==> config.mk <==
export PLATFORM = sky130hd
export DESIGN_NAME = mips_multicycle_ctrl
export DESIGN_NICKNAME = d
export VERILOG_FILES = /design/src/rtl/mips_multicycle_ctrl.sv
export SDC_FILE = /design/constraint.sdc
export NUM_CORES = 1
export LEC_CHECK = 0
export ABC_CLOCK_PERIOD_IN_PS = 1700
export CAP_MARGIN = 20
export CORE_MARGIN = 1
export CORE_UTILIZATION = 37
export DETAILED_ROUTE_END_ITERATION = 16
export PLACE_DENSITY = 0.86
export SETUP_SLACK_MARGIN = 0.02
export SYNTH_ARGS = -nofsm -noshare
export SYNTH_HDL_FRONTEND = slang
export SYNTH_SLANG_ARGS = --single-unit
==> constraint.sdc <==
create_clock -name clk -period 1.7 [get_ports clk]
set_clock_uncertainty 0.05 [all_clocks]
set_input_delay 0.34 -clock clk [delete_from_list [all_inputs] [get_ports clk]]
set_output_delay 0.34 -clock clk [all_outputs]
set_load 0.01 [all_outputs]
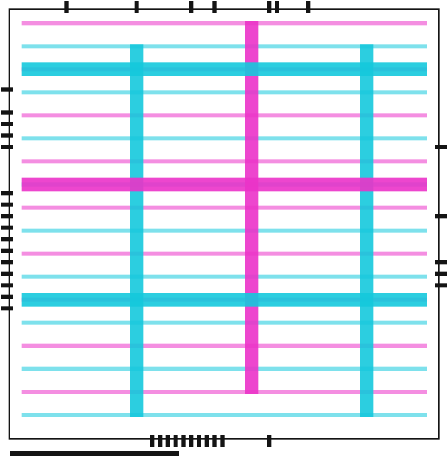
*Power grid, run 1*
The bar under the picture is 20 µm long. Pins as bars on the die edge.
- cyan: VSS
- magenta: VDD
- met4 straps: 3
- met1 rails: 18
- signal pins: 39
die height: 50.5 µm
Chip Width: 50.5 µm
maximum vdd drop: 0.353 mV

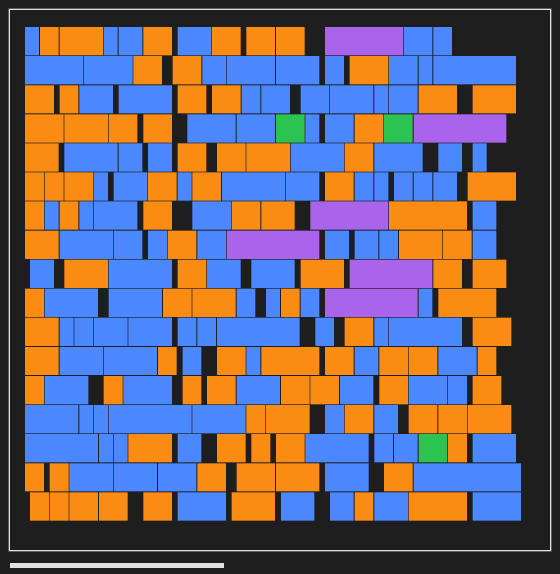
*Cell classes on the final placement, run 1*
The bar under the picture is 20 µm long.
- blue: combinational and other logic (cells 114; share of their area 52%)
- green: clock drivers (cells 3; share of their area 1.2%)
- purple: flops (cells 6; share of their area 6.9%)
- orange: other buffers and delay cells (cells 96; share of their area 40%)
row count: 17
final core occ: 88.6%

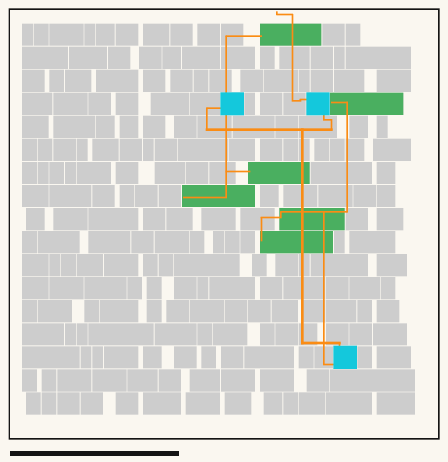
*Clock wires, drivers and flops, run 1*
The bar under the picture is 20 µm long.
- green: flip-flops (count 6)
- orange: clock wires (length 150 µm)
- cyan: clock drivers (count 3)
- routed clock nets: 4
Clock Power Share: 21.9%
clk pwr: 0.000158 W
clk latency late pin: 0.27 ns

==> flow_metrics.env, run 1 <==
# source this file to load flow results
export IMPL_status="finished, violations left"
export IMPL_failed_checks="setup timing"
export IMPL_crit_path_max_incr_delay_ns=0.39
export IMPL_dp_hpwl_mm=2.55
export IMPL_largest_register_ffs=4
export IMPL_floorplan_die_area_um2=2550
export IMPL_fin_nets=237
export IMPL_clk_pin_slew_worst_paths_ns=0.05
export IMPL_cts_root_buf="clkbuf_4"
export IMPL_cp_start_kind="flop"
export IMPL_synth_cell_types=41
export IMPL_flop_cell="dfxtp_1"
export IMPL_min_path_cells=3
export IMPL_internal_power_w=0.000425
export IMPL_switching_share_pct=41.1
export IMPL_syn_num_nets=148
export IMPL_antenna_cells=0
export IMPL_layout_setup_ws_ns=-0.280
export IMPL_seqAreaFraction_pct=6.76
export IMPL_cts_tree="done"
export IMPL_finalHoldViolCount=0
export IMPL_ant_nets=0
export IMPL_r2r_slack_ns=-0.15
export IMPL_p_seq_share_pct=21.4
export IMPL_ys_area_um2=871
export IMPL_holdBufCountCts=0
export IMPL_comb_area_share_pct=49.7
export IMPL_inverters=5
export IMPL_setup_viol=14
export IMPL_clock_area_share_pct=1.15
export IMPL_wl_met2_mm=2.73
export IMPL_drcViolationCount=0
export IMPL_dominant_cells="logic gates"
export IMPL_ys_seq_share_pct=13.8
export IMPL_fin_setup_tns_ns=-1.93
export IMPL_cts_resized=129
export IMPL_syn_to_final_growth_pct=125
export IMPL_crit_buf_inv=2
export IMPL_gr_total_overflow=0
export IMPL_cts_max_path_buffers=2
export IMPL_crit_fanout=5
export IMPL_syn_cell_area_um2=871
export IMPL_pre_cts_slack_ns=-0.914
export IMPL_taps=28
export IMPL_bufAreaShareNonClock_pct=39.6
export IMPL_numPlacedInstances=227
export IMPL_ys_flops=6
export IMPL_synthCells=132
export IMPL_power_leader="combinational cells"
export IMPL_r2r_worst_path_cells=5
export IMPL_p_comb_share_pct=56.7
export IMPL_instances_no_fill=247
export IMPL_worstSetupPathType="reg2out"
export IMPL_crit_arrival_ns=1.59
export IMPL_combGateArea_um2=975
export IMPL_critical_path_endpoint_type="primary output"
export IMPL_maxUsedRoutingLayer="met4"
export IMPL_cts_sinks=6
export IMPL_globalplace_congestion=0.882
export IMPL_p_leak_nw=0.870
export IMPL_vias=1646
export IMPL_final_area_um2=1960
export IMPL_p_comb_w=0.000409
## run 1: per-layer routing
metal / global-route usage [%] / up-vias
li1: - / 658
met3: 8.48 / 63
met1: 39.9 / 751
met2: 70.0 / 174
met4: 28.7 / 0
met5: 0 / -
## run 1: synth_stat cells (all sizes together), types with 2 or more instances
library cell   n  share of area, %
a21boi         3               2.6
a21oi         10               5.7
a31oi          3               2.2
and2           3               2.2
and3           2               1.4
buf            6               4.3
clkbuf         6               2.6
dfxtp          6                14
inv            5               2.2
maj3           2               2.3
mux2i          2               2.3
nand2          6               2.6
nand2b         9               6.5
nor2          15               6.5
nor2b          4               2.9
nor3           6               3.4
nor3b          4               3.4
nor4           8               7.5
o211ai         2               1.7
o21a           3               2.6
o21ai          8               4.6
o22ai          3               2.2
xnor2          2               2.0
## run 1: layout by cell type (no fill, tap or decap), types with 4 or more instances in the layout
| master | n |
|---|---|
| nand2_1 | 5 |
| buf_4 | 46 |
| o21ai_0 | 4 |
| buf_6 | 9 |
| a21oi_1 | 9 |
| clkbuf_2 | 6 |
| nor2_1 | 9 |
| buf_2 | 15 |
| nor4_1 | 4 |
| nand2b_4 | 6 |
| clkdlybuf4s15_2 | 4 |
| dlygate4sd2_1 | 6 |
| nor2_4 | 4 |
## run 1: cells by family (layout without fill, tap and decap cells)
kind of cell | count (synthesis) | in the layout | synth area share, %
XOR/XNOR | 3 | 3 | 3.02
other | 1 | 1 | 0.431
AND-OR/OR-AND | 38 | 38 | 27.7
buffers and inverters | 17 | 104 | 9.05
multiplexers | 2 | 2 | 2.30
adder cells (fa/ha/maj) | 2 | 2 | 2.30
flip-flops | 6 | 6 | 13.8
AND/OR/NAND/NOR | 63 | 63 | 41.4
--- run 2 (diff from run 1) ---
--- a/config.mk
+++ b/config.mk
@@ -10,6 +10,7 @@
 export CORE_MARGIN = 1
 export CORE_UTILIZATION = 37
 export DETAILED_ROUTE_END_ITERATION = 16
+export MAX_ROUTING_LAYER = met4
 export PLACE_DENSITY = 0.86
 export SETUP_SLACK_MARGIN = 0.02
 export SYNTH_ARGS = -nofsm -noshare
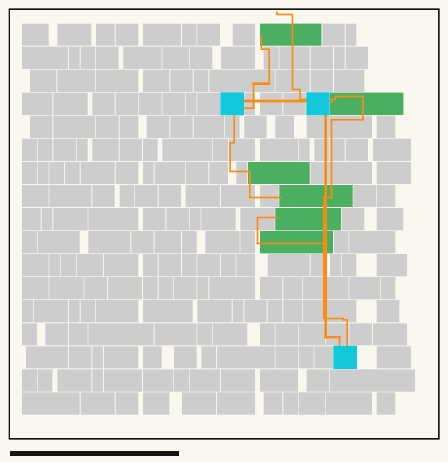
*Clock wires, drivers and flops, run 2*
The bar under the picture is 20 µm long.
- cyan: clock drivers (count 3)
- green: flip-flops (count 6)
- orange: clock wires (length 145 µm)
- routed clock nets: 4
Clock Power Share: 22.0%

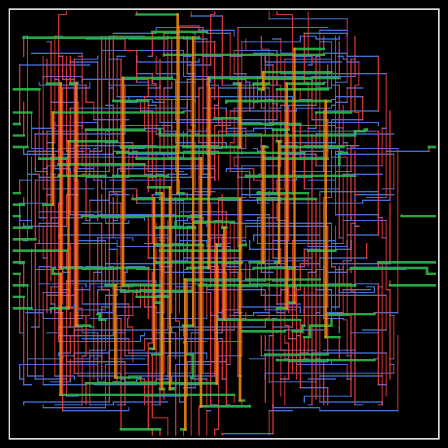
*Metal layers overlaid, run 2*
- green: metal 3 (wire length 615 µm)
- red: metal 2 (wire length 2,590 µm)
- blue: metal 1 (wire length 1,890 µm)
- orange: metal 4 (wire length 492 µm)
via count: 1,609
Total GRT Usage: 40.6%
wire per inst: 22.6 µm
Total Wirelength: 5.59 mm

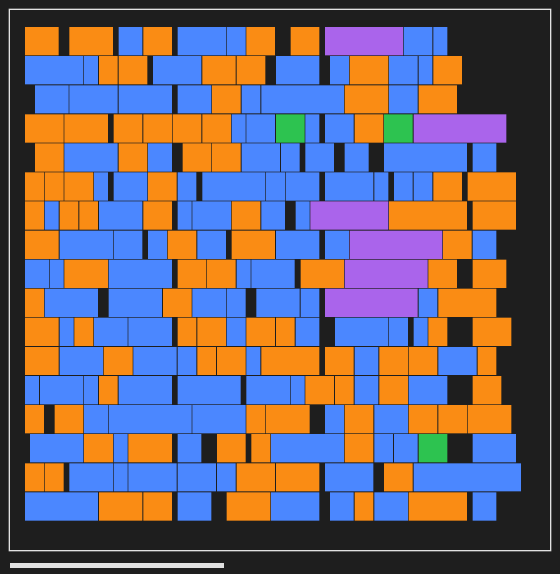
*Cell classes on the final placement, run 2*
The bar under the picture is 20 µm long.
- orange: other buffers and delay cells (cells 96; share of their area 40%)
- green: clock drivers (cells 3; share of their area 1.2%)
- purple: flops (cells 6; share of their area 6.9%)
- blue: combinational and other logic (cells 114; share of their area 52%)
Final Instance Area: 1960 µm²
Seq/total area: 6.76%
Core Region: 2210 µm²

==> run 2 against run 1 <==
The run still ends with setup timing left; register-to-register slack better by 0.06 ns; area after synthesis unchanged; worst setup slack worse by 0.00091 ns; total power down 0.42%; synthesized cell count unchanged; global-route usage up 1.3 points; sequential power about the same; critical path depth unchanged; maximum frequency about the same; routed wire length down 5.3%; clock power about the same; combinational power about the same; largest cell class unchanged; largest power group unchanged; highest routed layer unchanged.
==> flow_metrics.env, run 2 <==
# source this file to load flow results
export IMPL_status="finished, violations left"
export IMPL_failed_checks="setup timing"
export IMPL_ys_sh_simple_pct=41.4
export IMPL_drcViolationCount=0
export IMPL_synthCells=132
export IMPL_cts_root_buf="clkbuf_4"
export IMPL_ys_flops=6
export IMPL_pre_cts_slack_ns=-0.914
export IMPL_cts_tree="done"
export IMPL_cp_start_kind="flop"
export IMPL_holdBufCountCts=0
export IMPL_layout_top_cell="buf_4"
export IMPL_finish_utilization_pct=88.6
export IMPL_layout_setup_ws_ns=-0.281
export IMPL_floorplan_die_area_um2=2550
export IMPL_wl_met2_mm=2.59
export IMPL_top_area_share_pct=13.8
export IMPL_common_cells="nor2_1 (15), a21oi_1 (10), nand2b_1 (9)"
export IMPL_setup_viol=12
export IMPL_r2r_worst_path_cells=5
export IMPL_crit_fanout=5
export IMPL_r2r_slack_ns=-0.09
export IMPL_die_x_um=50.5
export IMPL_die_h_um=50.5
export IMPL_irDropWorstVdd_mv=0.339
export IMPL_most_common_cell="nor2_1"
export IMPL_synth_cell_types=41
export IMPL_combGateArea_um2=975
export IMPL_crit_arrival_ns=1.59
export IMPL_clk_pin_slew_worst_paths_ns=0.05
export IMPL_p_leak_nw=0.870
export IMPL_finalHoldViolCount=0
export IMPL_syn_num_nets=148
export IMPL_cts_sinks=6
export IMPL_netlist_top_cell_by_area="dfxtp_1"
export IMPL_numPlacedInstances=227
export IMPL_final_cell_mix="buf_4 (46), buf_2 (15), nor2_1 (9), a21oi_1 (9), buf_6 (9)"
export IMPL_fin_nets=237
export IMPL_row_count=17
export IMPL_syn_cell_area_um2=871
export IMPL_antenna_cells=0
export IMPL_topCellsByArea="dfxtp_1 (14%), nand2b_1 (6.5%), nor2_1 (6.5%)"
export IMPL_ys_seq_share_pct=13.8
export IMPL_cts_max_path_buffers=2
export IMPL_period_used_pct=117
export IMPL_min_path_cells=3
export IMPL_synthTopLogicFamily="simple AND/OR/NAND/NOR gates"
export IMPL_synth_xor_area_share_pct=3.02
export IMPL_synth_area_mux_share_pct=2.30
export IMPL_critical_path_endpoint_type="primary output"
export IMPL_gr_total_overflow=0
export IMPL_instances_no_fill=247
export IMPL_ys_sh_aoi_pct=27.7
export IMPL_clk_latency_ns=0.27
export IMPL_ys_sh_adder_pct=2.30
export IMPL_maxUsedRoutingLayer="met4"
export IMPL_tool_warnings=29
export IMPL_ys_area_um2=871
export IMPL_syn_to_final_growth_pct=125
export IMPL_worstSetupPathType="reg2out"
export IMPL_largest_register_ffs=4
## run 2: per-layer routing
layer,track usage (%),up-vias
li1,-,660
met1,41.0,729
met2,69.8,167
met3,7.88,53
met4,28.7,0
met5,-,-
## run 2: per-stage QoR
step                      power, W  area (µm²)
after floorplan           0.000284         900
after global placement    0.000439        1550
after detailed placement  0.000450        1550
after CTS                 0.000621        1770
after global routing      0.000724        1960
final                     0.000719        1960
## run 2: what timing repair did
action	in CTS	in global routing
gates resized	129	58
pin swaps	12	13
setup buffers	11	6
endpoints found under the setup margin	27	25
## run 2: area by class of cell
class,count,area share (%)
inverters,5,0.957
multi-input cells,109,49.7
clock buffers,3,1.15
well taps,28,1.79
flip-flops and latches,6,6.76
repair buffers,96,39.6
## run 2: power breakdown
group          total [W]  switching [W]  internal, W
sequential      0.000155      0.0000110     0.000144
clock           0.000158      0.0000767    0.0000816
combinational   0.000406       0.000206     0.000200
## run 2: kinds of logic after synthesis
| family | count (synthesis) |
|---|---|
| compound gates | 38 |
| other cells | 1 |
| flops | 6 |
| mux | 2 |
| buf+inv | 17 |
| fa+ha+maj | 2 |
| simple gates | 63 |
| xor+xnor | 3 |
## run 2: critical path, stage by stage, from the launching register on
cell,delay (ns)
dfxtp_4,0.39
nor2b_2,0.19
nand4_1,0.17
buf_4,0.20
o22ai_2,0.21
buf_2,0.17
Power figures rest on the tool's default switching activity, not on a simulated workload.
